**src/rtl/mem_port_arbiter.sv**
```systemverilog
`default_nettype none
// mem_port_arbiter: round-robin arbiter sharing one single-port memory between
// the instruction-fetch (IF) and load/store (D) requesters.
module mem_port_arbiter #(
  parameter int ADDR_W  = 64,
  parameter int DATA_W  = 64,
  parameter int MEM_LAT = 2
) (
  input  logic              clk_i,
  input  logic              rst_ni,
  input  logic              if_req_i,
  input  logic [ADDR_W-1:0] if_addr_i,
  output logic              if_done_o,
  output logic [DATA_W-1:0] if_rdata_o,
  input  logic              d_req_i,
  input  logic              d_we_i,
  input  logic [ADDR_W-1:0] d_addr_i,
  input  logic [DATA_W-1:0] d_wdata_i,
  output logic              d_done_o,
  output logic [DATA_W-1:0] d_rdata_o,
  output logic [ADDR_W-1:0] mem_addr_o,
  output logic [DATA_W-1:0] mem_wdata_o,
  output logic              mem_wr_o,
  input  logic [DATA_W-1:0] mem_rdata_i,
  output logic              busy_o,
  output logic              last_grant_o
);

  localparam int               CNT_W    = $clog2(MEM_LAT + 1);
  localparam logic [CNT_W-1:0] CNT_ONE  = CNT_W'(1);
  localparam logic [CNT_W-1:0] CNT_LAST = CNT_W'(MEM_LAT - 1);

  typedef enum logic [1:0] {
    S_IDLE  = 2'd0,
    S_ISSUE = 2'd1,
    S_WAIT  = 2'd2,
    S_DONE  = 2'd3
  } state_e;

  state_e            state_q;
  logic              gnt_q;
  logic              we_q;
  logic              last_grant_q;
  logic              busy_q;
  logic              mem_wr_q;
  logic              if_done_q;
  logic              d_done_q;
  logic [ADDR_W-1:0] mem_addr_q;
  logic [DATA_W-1:0] mem_wdata_q;
  logic [DATA_W-1:0] if_rdata_q;
  logic [DATA_W-1:0] d_rdata_q;
  logic [CNT_W-1:0]  cnt_q;
  logic              grant_d;

  // On a tie the requester that was not granted last wins (1 = D).
  always_comb begin
    grant_d = d_req_i;
    if (if_req_i && d_req_i) begin
      grant_d = ~last_grant_q;
    end
  end

  // mem_addr_q / mem_wdata_q double as the latched command; they read 0 in IDLE.
  always_ff @(posedge clk_i or negedge rst_ni) begin
    if (!rst_ni) begin
      state_q      <= S_IDLE;
      gnt_q        <= 1'b0;
      we_q         <= 1'b0;
      last_grant_q <= 1'b1;
      busy_q       <= 1'b0;
      mem_wr_q     <= 1'b0;
      if_done_q    <= 1'b0;
      d_done_q     <= 1'b0;
      mem_addr_q   <= '0;
      mem_wdata_q  <= '0;
      if_rdata_q   <= '0;
      d_rdata_q    <= '0;
      cnt_q        <= '0;
    end else begin
      if_done_q <= 1'b0;
      d_done_q  <= 1'b0;
      case (state_q)
        S_IDLE: begin
          if (if_req_i || d_req_i) begin
            state_q      <= S_ISSUE;
            busy_q       <= 1'b1;
            gnt_q        <= grant_d;
            last_grant_q <= grant_d;
            if (grant_d) begin
              mem_addr_q  <= d_addr_i;
              mem_wdata_q <= d_wdata_i;
              we_q        <= d_we_i;
              mem_wr_q    <= d_we_i;
            end else begin
              mem_addr_q  <= if_addr_i;
              mem_wdata_q <= '0;
              we_q        <= 1'b0;
              mem_wr_q    <= 1'b0;
            end
          end
        end
        S_ISSUE: begin
          mem_wr_q <= 1'b0;
          if (we_q || MEM_LAT == 1) begin
            state_q   <= S_DONE;
            if_done_q <= ~gnt_q;
            d_done_q  <= gnt_q;
          end else begin
            state_q <= S_WAIT;
          end
          cnt_q <= CNT_ONE;
        end
        S_WAIT: begin
          cnt_q <= cnt_q + CNT_ONE;
          if (cnt_q == CNT_LAST) begin
            state_q   <= S_DONE;
            if_done_q <= ~gnt_q;
            d_done_q  <= gnt_q;
          end
        end
        default: begin
          // Read data is valid in the DONE cycle; capture it on the closing edge.
          if (!we_q) begin
            if (gnt_q) begin
              d_rdata_q <= mem_rdata_i;
            end else begin
              if_rdata_q <= mem_rdata_i;
            end
          end
          state_q     <= S_IDLE;
          busy_q      <= 1'b0;
          we_q        <= 1'b0;
          mem_addr_q  <= '0;
          mem_wdata_q <= '0;
          cnt_q       <= '0;
        end
      endcase
    end
  end

  assign if_done_o    = if_done_q;
  assign d_done_o     = d_done_q;
  assign if_rdata_o   = if_rdata_q;
  assign d_rdata_o    = d_rdata_q;
  assign mem_addr_o   = mem_addr_q;
  assign mem_wdata_o  = mem_wdata_q;
  assign mem_wr_o     = mem_wr_q;
  assign busy_o       = busy_q;
  assign last_grant_o = last_grant_q;

endmodule
`default_nettype wire

```
**config.mk**
```make
export PLATFORM = sky130hd
export DESIGN_NAME = mem_port_arbiter
export DESIGN_NICKNAME = d
export VERILOG_FILES = /design/src/rtl/mem_port_arbiter.sv
export SDC_FILE = /design/constraint.sdc
export NUM_CORES = 1
export LEC_CHECK = 0
export CAP_MARGIN = 40
export CORE_AREA = 2 2 201 203
export CTS_CLUSTER_SIZE = 10
export DETAILED_ROUTE_END_ITERATION = 12
export DIE_AREA = 0 0 203 205
export PLACE_DENSITY = 0.61
export SLEW_MARGIN = 15
export SYNTH_ARGS = -nofsm -noshare
export SYNTH_HDL_FRONTEND = slang
export SYNTH_SLANG_ARGS = --single-unit
```
**constraint.sdc**
```tcl
create_clock -name clk_i -period 2.66 [get_ports clk_i]
set_clock_uncertainty 0.2 [all_clocks]
set_input_delay 0.532 -clock clk_i [delete_from_list [all_inputs] [get_ports clk_i]]
set_output_delay 0.532 -clock clk_i [all_outputs]
set_load 0.005 [all_outputs]
```
clock_nets.png
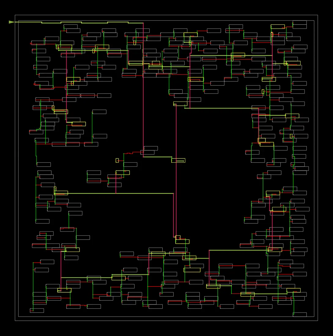
Num Clock Sinks: 267
clock buffers: 46

clock_wires.png
Scale: 3 px per um.
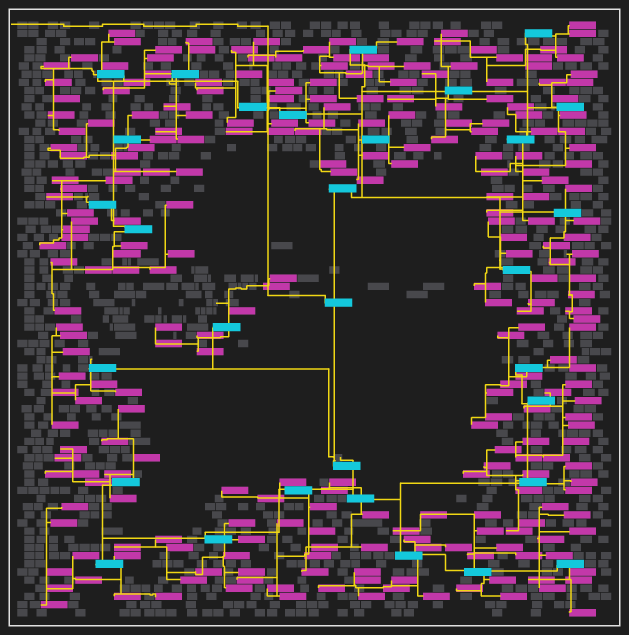
[flip-flops] magenta | count: 267
[clock-net drivers] cyan | count: 31
[clock wires] yellow | length: 3670 um
routed clock nets: 32
clock power share: 18.8%
worst-skew pair later-pin latency: 0.56 ns
P_clk: 3.85 mW

==> results.txt <==
Post-synthesis sequential area ratio: 63.3%
Achievable frequency: 401 MHz
Crit path from: last_grant_o
RSZ-0062 raised after global routing: no
Fp_density: 26.8%
Leading cell kind: registers
Aggregate global routing overflow: 0
Net Switching: 6.47 mW
TritonCTS Buffers: 31
Post-synth EDFFs: 0
Well Taps: 525
Count leader, synth: dfrtp_1
Core Area: 0.0394 mm2
Ant diodes: 0
Post-DP Area: 0.0165 mm2
Largest delay share family, worst path: buffers and inverters
R2R depth: 6
Hold path endpoint: mem_wdata_o[31]
Busiest grt layer: met2
CP max stage cell: clkdlybuf4s50_1
Max capacitance violation total: 0
Final estimated routing congestion in global placement: 0.846
Setup WS post-layout: 0.165 ns
Synth area leader: dfrtp_1
Design area: 0.0174 mm2
Layout Nets: 1481
Multi-input combinational area share: 20.3%
Die width: 203 um
Top cells excl fill/tap: 520 x clkdlybuf4s50_1, 266 x dfrtp_1, 131 x mux2_2
IO Port Bufs: 521
Seq pwr share: 34.5%
Clk cell area share: 5.15%
Detail Route Antenna Nets: 0
Routing usage on met1: 19.5%
NonClk Buf Share: 32.3%
Critical Path RT: 1.93 ns
Actual slew at the worst max-slew pin: 0.479 ns
FF-to-FF Start: state_q[0]
Inverter count: 5
Max FO, Critical Path: 5
Syn Nets: 965
Worst setup SP type: register
Routed len/inst: 20.3 um
Pleak: 7.17 nW
Chip Area, Yosys: 0.0106 mm2
Synth unique cells: 29
Pwr Total: 20.5 mW
WP buf/inv: 1
Slew HR: 68.1%
Last element of the critical path: last_grant_o
Iteration-0 DRC Markers: 448
Tool Warnings: 30
Warnings from Yosys: 0
Non-Filler Instances: 1755
Net Sw Frac: 31.6%
Tally of filler cells in the layout: 3593
Main synth FF type: dfrtp_1
Area Growth Syn to Fin: 64.8%
Initial antenna violation count: 1
Outcome: completed
M1 WL: 13.5 mm
Final worst path period need: 2.50 ns
Vias per Instance: 4.71
Final hold slack: 0.299 ns
CTS tree: built
Hold path depth: 1
Cell Chain, Critical Path: clkdlybuf4s50_1
Die height: 205 um
Commonest Layout Cell: clkdlybuf4s50_1
Post-CTS setup buffer count: 0
Reg clk slew, reported paths: 0.06 ns
Synth Instances: 698
## state kept, by name, indices dropped and copies added, names as in the netlist
| name | flops |
|---|---|
| last_grant_o | 1 |
| cnt_q | 2 |
| state_q | 2 |
| mem_addr_o | 64 |
| busy_o | 1 |
| we_q | 1 |
| if_done_o | 1 |
| if_rdata_o | 64 |
| gnt_q | 1 |
| d_done_o | 1 |
| mem_wr_o | 1 |
| mem_wdata_o | 64 |
| d_rdata_o | 64 |
## logic make-up after synthesis
group                      share of synthesized area (%)
buffers and inverters                               3.61
adders and majority gates                          0.711
DFF                                                 63.3
AOI/OAI and AO/OA                                   12.2
muxes                                               14.0
and+or+nand+nor                                     6.22
## timing repair
action	CTS	global route
hold buffers	1	0
hold endpoints to repair	48	0
gates resized	0	0
Power is estimated from default activity; no workload was simulated.
